==> images/clocks.png <==
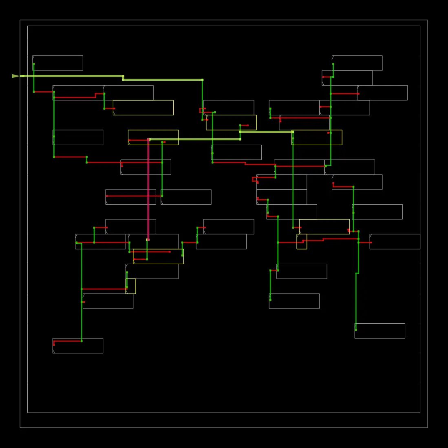
==> images/layer_met2.png <==
Scale: 4 px per µm.
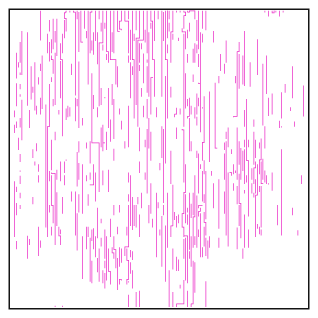
==> images/wires.png <==
Scale: 4 px per µm.
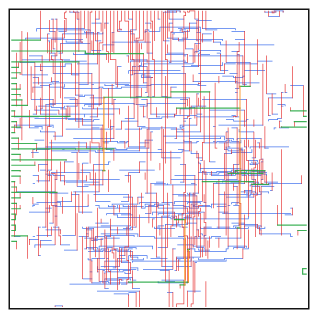
Design s_mem_arbiter, sky130hd; sources not shown.
==> metrics.yaml <==
job:
  maxCapViolations: 0
  tool_warnings: 33
route:
  first_pass_iters: 6
  drt_iter0_drc: 49
  vias_per_cell: 5.183
  ant_nets: 0
min_path:
  worstHoldPathCells: 0
  hold_path.class: "reg2reg"
synthesis:
  synth_area_leader_cell: "dfrtp_1"
  ys_area_mm2: 0.002208
  synth_cells: 190
  netlist_area_mm2: 0.002208
  synth.distinct_cells: 42
  async_flop_share_pct: 100.0
  syn_avg_cell_area_um2: 11.62
  synth_flops: 34
  ys_seq_share_pct: 38.53
  top_cells_by_area: "dfrtp_1, mux2i_1, mux2_4"
  yosys_cells: 190
  ff_type: "dfrtp_1"
  yosysWarnings: 6
setup_path:
  required_ns: 2.10
  cp-end-kind: "output pin"
  path_max_fanout: 4
  ff2ff_path_depth: 10
  startpoint_type: "register"
  rrSetupSlack_ns: 0.33
  cp.arrival_ns: 2.04
die:
  die_w_um: 74.51
  core_mm2: 0.005075
  chipArea_mm2: 0.005552
  die.size.y_um: 74.51
  pin_count: 99
  row_count: 26
  fp_util_pct: 43.52
clock_tree:
  clkSinkCount: 34
  clk_path_buf_depth: 2
  postCtsHoldBufs: 0
  cts_tree: "built"
  clk_root_buffer_cell: "clkbuf_16"
  numCtsBuffers: 5
  post_cts_buffers: 0
  htreeDepth: 2
  path_clk_slew_ns: 0.05
global_route:
  grt_max_degree: 35
  first_global_vias: 1834
  grt_pass1_wl_um: 8418
  overflow: 0
timing:
  finalSetupViolations: 0
  final_max_slew_viol_count: 0
  max_freq_mhz: 365.5
  hold_viol: 0
  setup_tns_ns: 0
  grt_setup_unrepaired: "true"
  hold_ws_ns: 0.3465
  finalCritPeriodShare_pct: 97.72
  fin_crit_ns: 2.736
final_layout:
  fin_area_mm2: 0.003359
  layout.nets: 357
  syn_to_final_growth_pct: 52.12
  antenna_cells: 0
  post-route-util_pct: 66.20
  lay_top_count: "clkdlybuf4s50_1"
  lay_top_cells: "clkdlybuf4s50_1, buf_4, dfrtp_1"
  stdcell_count: 355
place:
  dp_cells: 347
  io_buffers: 82
  dpl_cell_area_mm2: 0.003156
  dp_hpwl_um: 3962
  dp_slack_ns: -0.2779
  place.gp.congestion: 0.8630
outcome:
  outcome: "finished, final reports clean"
About clocks.png:
worst skew pair latency: 0.27 ns
seq_cells: 34
Final Skew: 0.003523 ns

About layer_met2.png:
share of all routed wire: 50%
longest straight run: 30.6 µm
wire length on this layer: 2590 µm
main direction: vertical
routing usage on met2: 32.03%
Routed WL: 5184 µm
vias: 1840

About wires.png:
| color | layer | wire length |
|---|---|---|
| red | metal 2 | 2590 µm |
| orange | metal 4 | 78.2 µm |
| green | metal 3 | 306 µm |
| blue | metal 1 | 2210 µm |
wire length per cell: 14.60 µm
Total Routing Usage GR: 20.04%

-- Yosys cell counts, types with 4 or more instances --
cell	n
nor2_1	5
dfrtp_1	34
o2bb2ai_1	17
nand3_1	4
mux2_2	9
buf_6	6
inv_1	8
nand2_1	13
mux2i_1	21
ha_1	6
nor3_1	5
mux2_4	10
buf_4	10
-- per-layer routing --
metal	vias up	share of wire [%]	routed length (µm)	GRT usage (%)
met4	0	1.5	78	7.547
li1	882	-	-	-
met3	9	5.9	305	5.691
met5	-	0	0	0
met1	888	43	2208	25.79
met2	61	50	2591	32.03
-- cells by family after synthesis --
logic type	Yosys count	synth area share [%]
AND-OR/OR-AND	39	16.43
adder cells (fa/ha/maj)	6	3.399
buffers and inverters	25	8.045
flip-flops	34	38.53
multiplexers	41	21.93
AND/OR/NAND/NOR	45	11.67
-- worst max-delay path, stage by stage (launching register included) --
cell	delay, ns
dfrtp_1	0.43
ha_1	0.23
and3b_2	0.24
a22oi_2	0.21
nor3_2	0.08
nor3_2	0.16
nand2_1	0.11
o31ai_4	0.09
buf_12	0.21
-- repair_timing --
action / CTS / global route
endpoints found under the setup margin: 3 / 2
gates resized: 11 / 9
pin swaps: 0 / 3
-- area by class of cell --
class | count | area (µm²)
clock buffer | 5 | 125.1
clock inverter | 3 | 40.04
fill | 403 | 1715
inverter | 8 | 30.03
multi-input combinational | 131 | 1256
sequential | 34 | 852.1
tap | 70 | 87.58
timing repair buffer | 104 | 968.4
